### Sequential cells coloured by netlist name, run 1

Bar = 20 um.
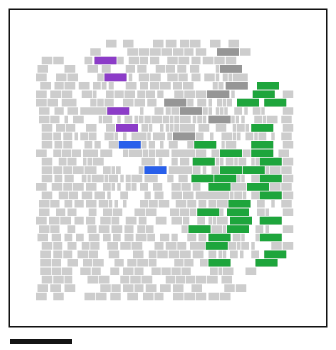
### Cells by drive strength, run 1

Bar = 20 um.
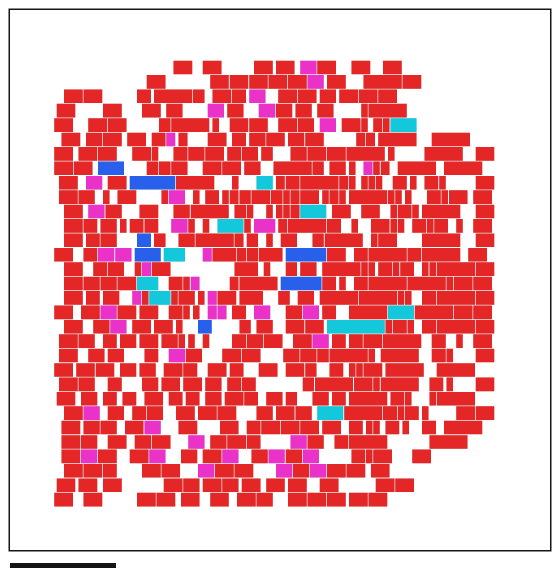
### Placed cells, one colour a class, run 1

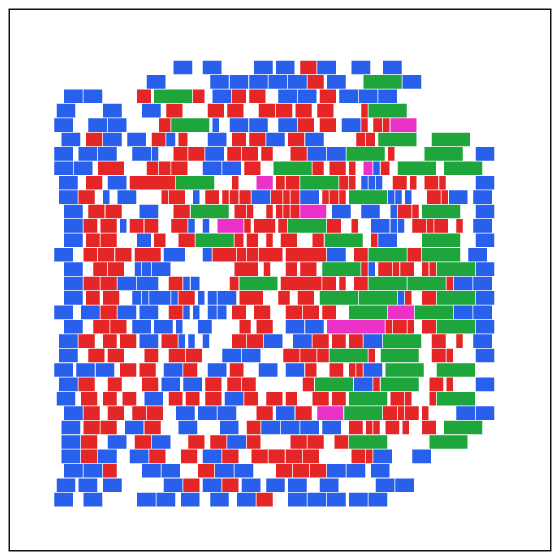
## src/rtl/size_count_sched.sv

```systemverilog
// Arbitrates NREQ transfer requests onto one shared size counter and sequences its load/start/last handshake.
// Latency: one cycle from IDLE sampling a request to LOAD; the requester waits (holding req_valid) until req_ack.
// Optional: define SIZE_COUNT_SCHED_RR_EN for round-robin arbitration (default is fixed priority, lowest index).
module size_count_sched #(
  parameter int NREQ   = 4,
  parameter int SIZE_W = 32,
  parameter int ID_W   = 2
) (
  input  logic                   clock,
  input  logic                   rst,
  input  logic [NREQ-1:0]        req_valid,
  input  logic [NREQ*SIZE_W-1:0] req_size,
  output logic [NREQ-1:0]        req_ack,
  input  logic                   data_go,
  output logic                   cnt_size_valid,
  output logic [SIZE_W-1:0]      cnt_size,
  output logic                   cnt_data_start,
  input  logic                   cnt_last,
  output logic                   busy,
  output logic [ID_W-1:0]        grant_id,
  output logic                   done,
  output logic [ID_W-1:0]        done_id,
  output logic                   err_zero
);

  typedef enum logic [1:0] {IDLE, LOAD, START, RUN} state_t;

  state_t            state;
  logic [ID_W-1:0]   rr_ptr;
  logic [NREQ-1:0]   elig;
  logic [NREQ-1:0]   win_oh;
  logic              win_found;
  logic [ID_W-1:0]   win;
  logic [SIZE_W-1:0] win_size;
  int                best_d;
  int                d;

  // A requester whose ack is on the wire this cycle has not had a chance to drop or refresh its request yet.
  always_comb begin
    elig      = req_valid & ~req_ack;
    win_found = 1'b0;
    win       = '0;
    win_oh    = '0;
    win_size  = '0;
    best_d    = NREQ;
    d         = 0;
    for (int j = 0; j < NREQ; j++) begin
      d = (j + NREQ - int'(rr_ptr)) % NREQ;
      if (elig[j] && d < best_d) begin
        best_d    = d;
        win_found = 1'b1;
        win       = ID_W'(j);
        win_oh    = '0;
        win_oh[j] = 1'b1;
        win_size  = req_size[j*SIZE_W +: SIZE_W];
      end
    end
  end

  assign cnt_data_start = (state == START) && data_go;

`ifndef SIZE_COUNT_SCHED_RR_EN
  assign rr_ptr = '0;
`endif

  always_ff @(posedge clock) begin
    if (rst) begin
      state          <= IDLE;
      req_ack        <= '0;
      cnt_size_valid <= 1'b0;
      cnt_size       <= '0;
      busy           <= 1'b0;
      grant_id       <= '0;
      done           <= 1'b0;
      done_id        <= '0;
      err_zero       <= 1'b0;
`ifdef SIZE_COUNT_SCHED_RR_EN
      rr_ptr         <= '0;
`endif
    end else begin
      req_ack        <= '0;
      cnt_size_valid <= 1'b0;
      done           <= 1'b0;
      err_zero       <= 1'b0;
      case (state)
        IDLE: begin
          if (win_found) begin
            grant_id <= win;
            cnt_size <= win_size;
            req_ack  <= win_oh;
`ifdef SIZE_COUNT_SCHED_RR_EN
            rr_ptr   <= ID_W'((int'(win) + 1) % NREQ);
`endif
            // A zero size would make the counter wrap rather than finish, so it never reaches the counter.
            if (win_size == '0) begin
              err_zero <= 1'b1;
            end else begin
              state          <= LOAD;
              cnt_size_valid <= 1'b1;
              busy           <= 1'b1;
            end
          end
        end
        LOAD:  state <= START;
        START: if (data_go) state <= RUN;
        RUN: begin
          if (cnt_last) begin
            state   <= IDLE;
            busy    <= 1'b0;
            done    <= 1'b1;
            done_id <= grant_id;
          end
        end
        default: state <= IDLE;
      endcase
    end
  end

endmodule

```

## config.mk

```make
export PLATFORM = sky130hd
export DESIGN_NAME = size_count_sched
export DESIGN_NICKNAME = d
export VERILOG_FILES = /design/src/rtl/size_count_sched.sv
export SDC_FILE = /design/constraint.sdc
export NUM_CORES = 1
export LEC_CHECK = 0
export CAP_MARGIN = 30
export CORE_MARGIN = 8
export CORE_UTILIZATION = 41
export DETAILED_ROUTE_END_ITERATION = 10
export GPL_TIMING_DRIVEN = 0
export HOLD_SLACK_MARGIN = 0.05
export PLACE_DENSITY = 0.87
export SYNTH_ARGS = -nofsm -noshare
export SYNTH_HDL_FRONTEND = slang
export SYNTH_SLANG_ARGS = --single-unit
```

## constraint.sdc

```tcl
create_clock -name clock -period 4 [get_ports clock]
set_clock_uncertainty 0.05 [all_clocks]
set_input_delay 0.8 -clock clock [delete_from_list [all_inputs] [get_ports clock]]
set_output_delay 0.8 -clock clock [all_outputs]
set_load 0.01 [all_outputs]
```

==> impl.org, run 1 <==
#+TITLE: Implementation results

** Worst setup path
- STA lists the maximum fanout along the critical path as 10.
- Critical-path top delay cell :: clkdlybuf4s50_1
- Together, buffers and inverters on the worst path number 2.
- Category of cells accounting for the largest share of critical-path delay :: simple AND/OR/NAND/NOR gates
- According to the timing report, the data required time at the worst endpoint equals 4.19 ns.
- By startpoint and endpoint, the worst setup path is classified as in2reg.
- STA classifies the critical path endpoint as a flop.
- According to the timing report, the arrival time at the worst endpoint equals a little under 4 ns.
- STA classifies the critical path startpoint as a primary input.

** Timing
- At the pin with the least slew margin, the transition time is 0.700 ns.
- Unrepaired setup endpoints after global routing :: no
- Based on the critical path, the design can be clocked at up to roughly 270 MHz.
- Hold-check failures listed in the final report amount to 0.
- Final critical-path share of the clock period :: between 90% and 100%
- The final report lists the setup-violating endpoint count as 0.

** Cells and area
- Once layout is complete, the cells apart from fillers number around 640.
- Area Growth Syn to Fin :: 66.9%
- Layout cells sized above 1 :: between 10% and 20%
- # nets final :: 676

** Synthesis
- Summed over its instances, the top area cell type makes up 30.4% of the synthesized netlist area.
- Sequential cells were found to cover a little over 30% of the synthesized design area.
- Per the post-synthesis report, the number of cells in the design is roughly 350.
- Per the post-synthesis report, the nets total between 400 and 500.
- Cell type with the highest aggregate area in the netlist :: dfxtp_1
- Yosys stat counts roughly 350 cells in the synthesized netlist.
- Number of flops mapped to enable cells by yosys :: 0
- The commonest cells after synthesis are dfxtp_1, nor2_1, a211oi_1.
- Most common reg cell :: dfxtp_1
- After synthesis the netlist holds a flip-flop and latch count of between 40 and 50.
- In the synthesized netlist the async set-or-reset flop fraction comes to 0%.
- Unique cell type count in the Yosys netlist :: 35
- For reference, the post-synthesis area per instance comes to 8.66 um2.
- Cell area after technology mapping :: ~3000 um2

** Die
- Die Wd :: between 100 and 150 um
- The die is about 100 um tall.
- Core Region :: just over 7000 um2
- The initial utilization of the core area, before any placement, comes to approximately 42%.
- Number of standard-cell rows in the floorplan :: 31
- In this run the full chip footprint comes out at a little over 10000 um2.

** Routing
- The detail route stage leaves a number of antenna-violating nets equal to 0.
- The detailed router placed 3867 vias in this run.
- Detailed router's first-iteration violation count :: 299
- Per the detail_route report, routed wire per instance is roughly 22 um.
- Per the detail_route report, vias per standard cell equal ~6.1.
- The first TritonRoute pass finished after 7 iterations.
- Per the detail_route report, DRC violations left total 0.

** Clock network
- In this run the number of H-tree levels came out at 2.
- TritonCTS created 5 clock buffers.
- Clock tree from TritonCTS :: yes
- Clock tree root driver cell :: clkbuf_8
- Post-CTS setup-driven buffer insertion count :: 0
- The longest clock path from root to sink contains 2 buffers.
- Number of instances resized during post-cts repair :: 0
- Clk sinks :: 46

** Flow run
- OpenROAD warning count :: 29
- The report counts max-capacitance violations totalling 0.

** Pwr
- Summed over all cells, the static leakage comes to between 1.5 and 2 nW.
- The analysis attributes to net switching a power of a little under 0.001 W.
- Combinational cells account for 56.5% of the total power.
- The worst-case IR drop observed on VDD is ~240 uV.
- Sequential Power Share :: 29.0%
- Switching share of power :: ~40%

** Status
- Run status :: finished, final reports clean

** Global routing
- Wire length of the first global-routing pass :: ~21000 um
- Sum of overflow across all layers after global routing :: 0
- Pin count of the biggest net entering global routing :: 16

** Place
- Detailed-placement wirelength estimate :: about 11000 um
- Input and output buffers added on the ports amount to about 180.

** Worst hold path
- Worst hold path type :: reg2reg
Back to the opening pictures, 'Sequential cells coloured by netlist name':
`cnt_size` -> green  # placed flops 32
`req_ack` -> purple  # placed flops 4
`state` -> blue  # placed flops 2
not coloured = 8

Back to the opening pictures, 'Cells by drive strength':
_3 and _4 cells -> blue  # cells 7, share 1.3%
_6 and larger -> cyan  # cells 10, share 1.9%
_0 and _1 cells -> red  # cells 480, share 89%
_2 cells -> magenta  # cells 40, share 7.4%

Back to the opening pictures, 'Placed cells, one colour a class':
remaining buffers and delay cells -> blue  # cells 222, share of their area 40%
sequential cells -> green  # cells 46, share of their area 19%
clock drivers and dummy loads -> magenta  # cells 8, share of their area 2.3%
combinational and other logic -> red  # cells 261, share of their area 39%

[run 1: sequential cells by signal (all words and copies together), names as in the netlist]
signal / count
done: 1
grant_id: 2
cnt_size_valid: 1
cnt_size: 32
req_ack: 4
state: 2
done_id: 2
err_zero: 1
busy: 1
[run 1: per-stage QoR]
stage                     utilization, %  setup slack [ns]  hold slack [ns]  power (W)  instance area [um2]
after floorplan                        -              1.04            0.431    0.00144                 3030
after global placement              68.6             0.141            0.402    0.00206                 4950
after detailed placement            68.6            0.0281            0.399    0.00211                 4950
after CTS                           70.1             0.350            0.413    0.00246                 5060
after global routing                70.1            0.0723            0.454    0.00262                 5060
final                               70.1             0.291            0.413    0.00248                 5060
[run 1: worst register-to-register path: cells and delay by family, from the launching register on]
family	cells	cell delay, ns
and+or+nand+nor	5	1.42
AOI/OAI and AO/OA	3	0.66
DFF	1	0.55
buffers and inverters	2	0.39
[run 1: worst paths after layout]
path | start | endpoint | slack [ns] | cells past startpoint
worst max-delay path | req_valid[0] | state[0] | 0.29 | 10
worst min-delay path | done_id[0] | done_id[0] | 0.41 | 2
worst max register to register | req_ack[0] | state[0] | 0.86 | 10
worst min register to register | done_id[0] | done_id[0] | 0.41 | 2
[run 1: cells in the final DEF, fill, tap and decap left out, types with 5 or more instances in the layout]
cell type / n
buf_2: 7
or4_1: 32
and3b_1: 32
clkbuf_8: 5
nand4_1: 8
a21oi_1: 7
nor2_1: 36
inv_1: 5
clkdlybuf4s50_1: 179
clkbuf_1: 24
buf_1: 6
dfxtp_1: 46
a211oi_1: 34
nand2_1: 10
o221ai_1: 32
a31o_2: 30
[run 1: area by class of cell]
class	instances	area [um2]	area share, %
Buffer	43	201	3.98
Clock buffer	5	68.8	1.36
Clock inverter	3	43.8	0.866
Inverter	5	18.8	0.371
Multi-Input combinational cell	256	1890	37.3
Sequential cell	46	921	18.2
Tap cell	99	124	2.45
Timing Repair Buffer	179	1790	35.4
[run 1: layer usage]
layer / part of all wire (%) / track usage [%] / routed length [um]
met3: 9.0 / 7.43 / 1240
met4: 3.7 / 10.6 / 507
met1: 37 / 29.3 / 5150
met5: 0 / 0 / 0
met2: 50 / 45.2 / 6850
[run 1: power by group through the flow]
stage          logic, W  registers, W  clock network [W]
2_1_floorplan  0.000657      0.000784                  0
3_3_place_gp    0.00134      0.000719                  0
3_5_place_dp    0.00138      0.000728                  0
4_1_cts         0.00139      0.000718           0.000357
5_1_grt         0.00151      0.000737           0.000377
6_report        0.00140      0.000718           0.000359
[run 1: logic make-up after synthesis]
family                   Yosys count  synth area share, %
AND/OR/NAND/NOR                  139                 30.7
AND-OR/OR-AND                    113                 30.0
buffers and inverters             48                 7.27
flip-flops                        46                 30.4
adder cells (fa/ha/maj)            4                 1.65
==> run 2, diff against run 1 <==
--- a/config.mk
+++ b/config.mk
@@ -7,2 +7,3 @@
 export LEC_CHECK = 0
+export ABC_CLOCK_PERIOD_IN_PS = 4000
 export CAP_MARGIN = 30
@@ -14,2 +15,3 @@
 export PLACE_DENSITY = 0.87
+export SLEW_MARGIN = 20
 export SYNTH_ARGS = -nofsm -noshare
--- a/constraint.sdc
+++ b/constraint.sdc
@@ -4,2 +4,2 @@
 set_output_delay 0.8 -clock clock [all_outputs]
-set_load 0.01 [all_outputs]
+set_load 0.05 [all_outputs]
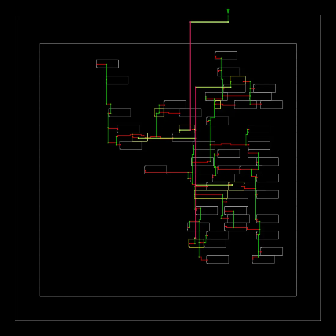
*Clock routing, run 2*
cts bufs inserted: 5
clock latency reported for the late side of the worst-skew pair: 0.31 ns
CLK BUF: 5
number of flip-flops and latches: 46

==> run 2 against run 1 <==
Core utilization is the same. Synthesized area is the same. Critical path depth unchanged. Maximum frequency unchanged. First-iteration DRC count is the same. Non-clock buffer count unchanged. Sequential power about the same.
==> impl.org, run 2 <==
#+TITLE: Implementation results

** Worst setup path
- The worst setup path is of the in2reg kind.
- The setup check on the worst reg-to-reg path leaves a slack of about 0.86 ns.
- Worst Path Arrival :: ~3.9 ns
- The report shows a maximum critical-path fanout of 10.
- Startpoint types :: primary input
- Required time at the endpoint of the critical path :: 4.19 ns
- Logic depth along the worst register-to-register path is recorded as 10.

** Synthesis
- The share of synthesized area in the top cell type comes to 30.4%.
- Sequential-to-total area share from yosys stat :: between 30% and 40%
- For reference, the post-synthesis area per instance comes to approximately 8.7 um2.
- After technology mapping, the gate count stands at between 300 and 400.
- Summing every instance area after synthesis gives 3030 um2.
- Cell count listed in synth_stat.txt :: about 350
- By count the netlist is led by dfxtp_1, nor2_1, a211oi_1.
- Async SR Flop Fraction :: 0%
- Cell type with the highest aggregate area in the netlist :: dfxtp_1
- Among all flip-flop cells after synthesis, the most frequent one is dfxtp_1.
- Counting distinct cell types in the post-synthesis netlist gives 35.
- At floorplan, the net count of the design was reported as about 500.
- #FFs+latches synth :: 46

** Routing
- The violation tally recorded at the end of detailed-routing iteration 0 is ~300.
- Per the detail_route report, DRC violations left total 0.
- Overall via count from detail_route :: just under 4000
- The pre-antenna-repair detailed-routing pass consisted of 7 iterations.
- Count of nets left with antenna violations after detail routing :: 0
- DR vias/cell :: just over 6

** Clock network
- H-tree depth reported by CTS :: 2
- Clock tree root driver cell :: clkbuf_8
- Clk sinks :: between 40 and 50
- Post-CTS setup-driven buffer insertion count :: 0
- Post-CTS repair ended up resizing 0 cells.
- TritonCTS built the clock tree.
- Hold bufs inserted after CTS :: 0
- In this run the deepest clock path goes through 2 buffers.

** Worst hold path
- Instance count along the most critical hold path :: 2
- Worst hold path type :: reg2reg

** Die
- The die is between 100 and 150 um wide.
- Die Size :: 10400 um2
- Die y size :: roughly 100 um
- I/O Pins :: about 180
- Pre-Place Util :: 42.0%
- The report lists the number of standard-cell rows as 31.
- Core Region :: a little over 7000 um2

** Pwr
- Net switching power figure :: between 0.001 and 0.0015 W
- Sequential Power Share :: about a quarter
- Pint :: between 0.001 and 0.0015 W
- Leakage dissipation :: ~1.9 nW
- Largest voltage drop on the vdd net :: between 200 and 300 uV

** Cells and area
- Commonest non-fill, non-tap cells in the layout :: clkdlybuf4s50_1, dfxtp_1, nor2_1
- Ranked by flip-flop count, first place goes to cnt_size.
- Flip-flop count of the largest register after layout :: 32
- # nets final :: ~680
- Leaving out filler cells and counting taps, the final layout contains 636.
- Leading registers by flop count :: cnt_size (32), req_ack (4)
- Most frequent standard cell in the layout excluding fill and tap cells :: clkdlybuf4s50_1
- Layout cells sized above 1 :: 10.6%
- Between the synthesized netlist and the finished layout, the area growth was recorded as 66.9%.

** Global routing
- After global routing the overflow that remains totals 0.
- Overall routing resource usage recorded by global route was a little over a quarter.
- Wire length of the first global-routing pass :: 21100 um

** Status
- The run finished with clean final reports.

** Timing
- The transition time recorded at the tightest slew-check pin is around 0.70 ns.
- Final critical-path share of the clock period :: between 90% and 100%
- Per the timing report, the achievable frequency comes out to ~270 MHz.
- Final Hold Viols :: 0
- Worst hold slack after final layout :: a little over 0.4 ns
- Final setup violating endpoints :: 0

** Place
- Detailed-placement wirelength estimate :: around 11000 um
- IO Port Bufs :: 179

** Flow run
- The run reported a max-capacitance violation count of 0.
- OpenROAD warning count :: 29
==> run 2: cell counts after synthesis <==
No cell type changed its count.
==> run 2: power by group through the flow <==
stage	registers, W	logic [W]	clock network, W
global route	0.000737	0.00197	0.000377
detailed placement	0.000728	0.00184	0
CTS	0.000718	0.00185	0.000357
finish	0.000718	0.00186	0.000359
floorplan	0.00124	0.000663	0
global placement	0.000719	0.00180	0
==> run 2: layout make-up <==
type | count | area, um2 | share of cell area, %
Clock buffer | 5 | 68.8 | 1.36
Tap cell | 99 | 124 | 2.45
Inverter | 5 | 18.8 | 0.371
Timing Repair Buffer | 179 | 1790 | 35.4
Sequential cell | 46 | 921 | 18.2
Multi-Input combinational cell | 256 | 1890 | 37.3
Clock inverter | 3 | 43.8 | 0.866
Buffer | 43 | 201 | 3.98
==> run 2: kinds of logic (layout without fill, tap and decap cells) <==
kind of cell | Yosys count | in the layout | share of synthesized area (%)
AND-OR/OR-AND | 113 | 113 | 30.0
flip-flops | 46 | 46 | 30.4
buffers and inverters | 48 | 235 | 7.27
adder cells (fa/ha/maj) | 4 | 4 | 1.65
AND/OR/NAND/NOR | 139 | 139 | 30.7
==> run 2: worst max-delay path, cell delays in order <==
cell             delay [ns]
clkdlybuf4s50_1        0.61
nor2b_4                0.28
a211oi_1               0.15
clkbuf_1               0.28
o221ai_1               0.45
nand4_1                0.26
nor4_4                 0.45
a21boi_2               0.13
or3_1                  0.37
a21oi_1                0.12
==> run 2: stage by stage <==
stage / area (um2) / worst slack, ns / total power (W) / utilization [%]
after floorplan: 3030 / 1.02 / 0.00190 / -
after global routing: 5060 / 0.0723 / 0.00308 / 70.1
after global placement: 4950 / 0.141 / 0.00252 / 68.6
after detailed placement: 4950 / 0.0281 / 0.00257 / 68.6
final: 5060 / 0.291 / 0.00293 / 70.1
after CTS: 5060 / 0.350 / 0.00292 / 70.1
==> run 2: worst paths after layout <==
path                      from          to
setup / recovery  req_valid[0]    state[0]
hold / removal      done_id[0]  done_id[0]
setup reg to reg    req_ack[0]    state[0]
hold reg to reg     done_id[0]  done_id[0]
==> run 2: metal layers <==
metal	track usage [%]	share of wire [%]
met4	10.6	3.7
met2	45.2	50
met3	7.43	9.0
met5	0	0
met1	29.3	37
==> run 3, diff against run 2 <==
- ABC_CLOCK_PERIOD_IN_PS: 4000 -> unset
- CORE_MARGIN: 8 -> unset
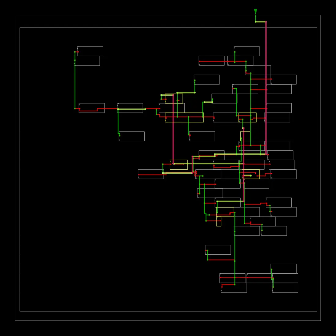
*Clock routing, run 3*
clk sinks: 46
clock group total power: 0.000350 W

==> run 3 against run 2 <==
Total power shrank 0.27%. Setup slack worse by 0.12 ns. Maximum frequency decreased by 3.3%. Critical endpoint unchanged. Die size shrank 26%. Global-route usage increased by 7.1 points. Design area is the same. Flip-flop count stayed put. Synthesized cell count did not move. Synthesized area unchanged. Critical path type unchanged.
==> impl.org, run 3 <==
#+TITLE: Implementation results

** Status
- The run finished with clean final reports.

** Pwr
- VDD sags by at most about 270 uV.

** Routing
- DR vias/cell :: 6.17
- Detailed router's first-iteration violation count :: approximately 420
- Routed wire per std cell :: around 20 um
- The iteration count recorded for the first detailed-route pass is 5.

** Synthesis
- Synth Area per Inst :: ~8.7 um2
- Sequential-to-total area share from yosys stat :: 30.4%
- By count the netlist is led by dfxtp_1, nor2_1, a211oi_1.
- The share of synthesized area in the top cell type comes to 30.4%.
- Unique cell type count in the Yosys netlist :: 35
- Synthesized Nets :: 490
- Number of flops mapped to enable cells by yosys :: 0
- The synthesized design spends more area on one cell type than any other, namely dfxtp_1.

** Clock network
- Buffers added to address setup during post-CTS repair amount to 0.
- H-tree depth reported by CTS :: 2
- Clock tree from TritonCTS :: yes

** Worst setup path
- Required time at the endpoint of the critical path :: 4.18 ns
- Crit Path Class :: in2reg
- Crit. Startpoint :: req_valid[0]
- The worst setup path is captured at a flop.
- STA puts the critical path data arrival time at ~4 ns.

** Place
- Per the post-place timing report, worst setup slack is -0.0542 ns.
- Detailed-placement wirelength estimate :: between 10000 and 15000 um
- IO Port Bufs :: around 180

** Flow run
- The stage logs contain a warning count of 29.
- Max-cap violations in this run came to 0.

** Global routing
- Pin count of the biggest net entering global routing :: 15

** Cells and area
- Most frequent standard cell in the layout excluding fill and tap cells :: clkdlybuf4s50_1
- The largest register by flop count is cnt_size.
- Core occupancy in the finished layout :: 72.5%
- Ranking logic cells in the layout by count gives the top entries clkdlybuf4s50_1, dfxtp_1, nor2_1.

** Die
- I/O Pins :: around 180
- The report lists the number of standard-cell rows as 30.
- Die Wd :: approximately 88 um

** Timing
- The final hold violation count recorded for this run is 0.
- Post-route worst setup slack :: approximately 0.17 ns
- Final critical-path share of the clock period :: a little over nine tenths
-- run 3: cell counts after synthesis --
No cell type changed its count.
-- run 3: critical path: stages --
cell,delay [ns]
clkdlybuf4s50_1,0.63
nor2b_4,0.30
a211oi_1,0.15
clkbuf_1,0.28
o221ai_1,0.47
nand4_1,0.21
nor4_4,0.47
a21boi_2,0.14
or3_1,0.39
a21oi_1,0.16
-- run 3: layout make-up --
type | instances | area [um2]
Clock inverter | 2 | 37.5
Multi-Input combinational cell | 256 | 1900
Buffer | 43 | 201
Inverter | 5 | 18.8
Clock buffer | 6 | 72.6
Sequential cell | 46 | 921
Timing Repair Buffer | 179 | 1790
Fill cell | 552 | 1920
Tap cell | 96 | 120
-- run 3: logic make-up after synthesis --
logic type	count (synthesis)	share of synthesized area, %
flip-flops	46	30.4
AND/OR/NAND/NOR	139	30.7
buffers and inverters	48	7.27
AND-OR/OR-AND	113	30.0
adder cells (fa/ha/maj)	4	1.65
-- run 3: worst min path at each step --
| stage | start | endpoint | slack [ns] | cells past startpoint |
|---|---|---|---|---|
| 2_1_floorplan | state[1] | state[1] | 0.53 | 3 |
| 3_3_place_gp | done_id[1] | done_id[1] | 0.40 | 2 |
| 3_5_place_dp | done_id[1] | done_id[1] | 0.41 | 2 |
| 4_1_cts | done_id[1] | done_id[1] | 0.43 | 2 |
| 5_1_grt | done_id[0] | done_id[0] | 0.46 | 2 |
| 6_report | done_id[0] | done_id[0] | 0.43 | 2 |
-- run 3: power breakdown --
part           switching [W]  leakage [nW]  total [W]  internal, W
Combinational        0.00118          1.44    0.00186     0.000678
Clock               0.000163        0.0514   0.000350     0.000187
Sequential         0.0000958         0.381   0.000718     0.000622
-- run 3: metrics by stage --
stage	total power [W]	hold slack, ns
4_1_cts	0.00290	0.426
3_5_place_dp	0.00255	0.411
6_report	0.00293	0.429
5_1_grt	0.00307	0.461
2_1_floorplan	0.00190	0.527
3_3_place_gp	0.00250	0.402
-- run 3: repair_timing --
action	4_1_cts	5_1_grt
gates resized	0	1
setup endpoints to repair	0	1
hold buffers	0	0
-- run 3: layer usage --
metal | GRT usage [%] | vias up | wire length [um]
met5 | 0 | - | 0
li1 | - | 1766 | -
met1 | 40.4 | 1846 | 4710
met4 | 11.3 | 0 | 460
met3 | 7.35 | 47 | 1260
met2 | 57.6 | 247 | 6320

==> layout pictures side by side <==
Routed clock nets over the placement.
image #1
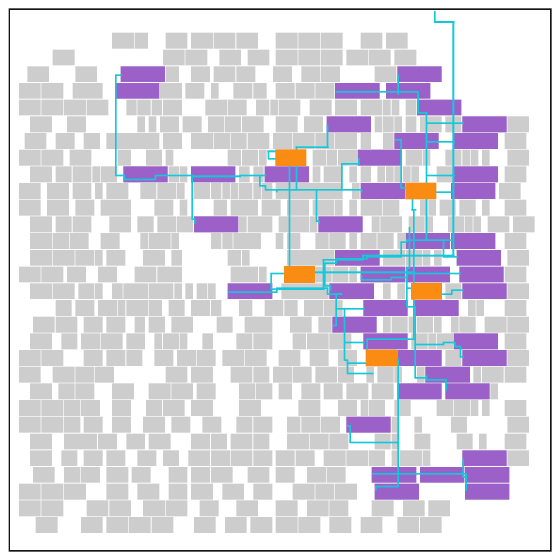
image #2
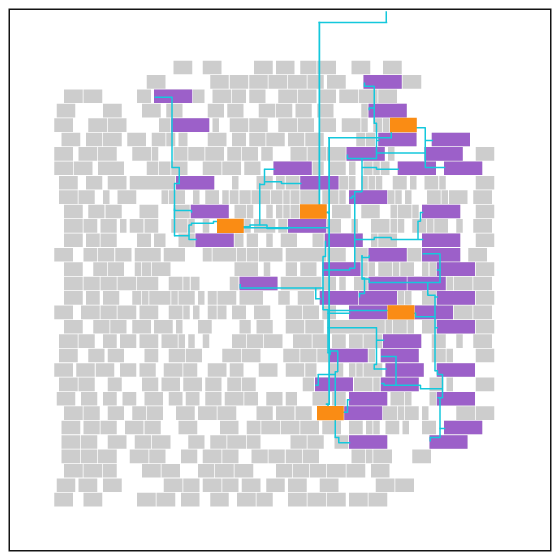
Image #1 is run 3.
Image #2 is run 2.

Power is estimated from default activity; no workload was simulated.
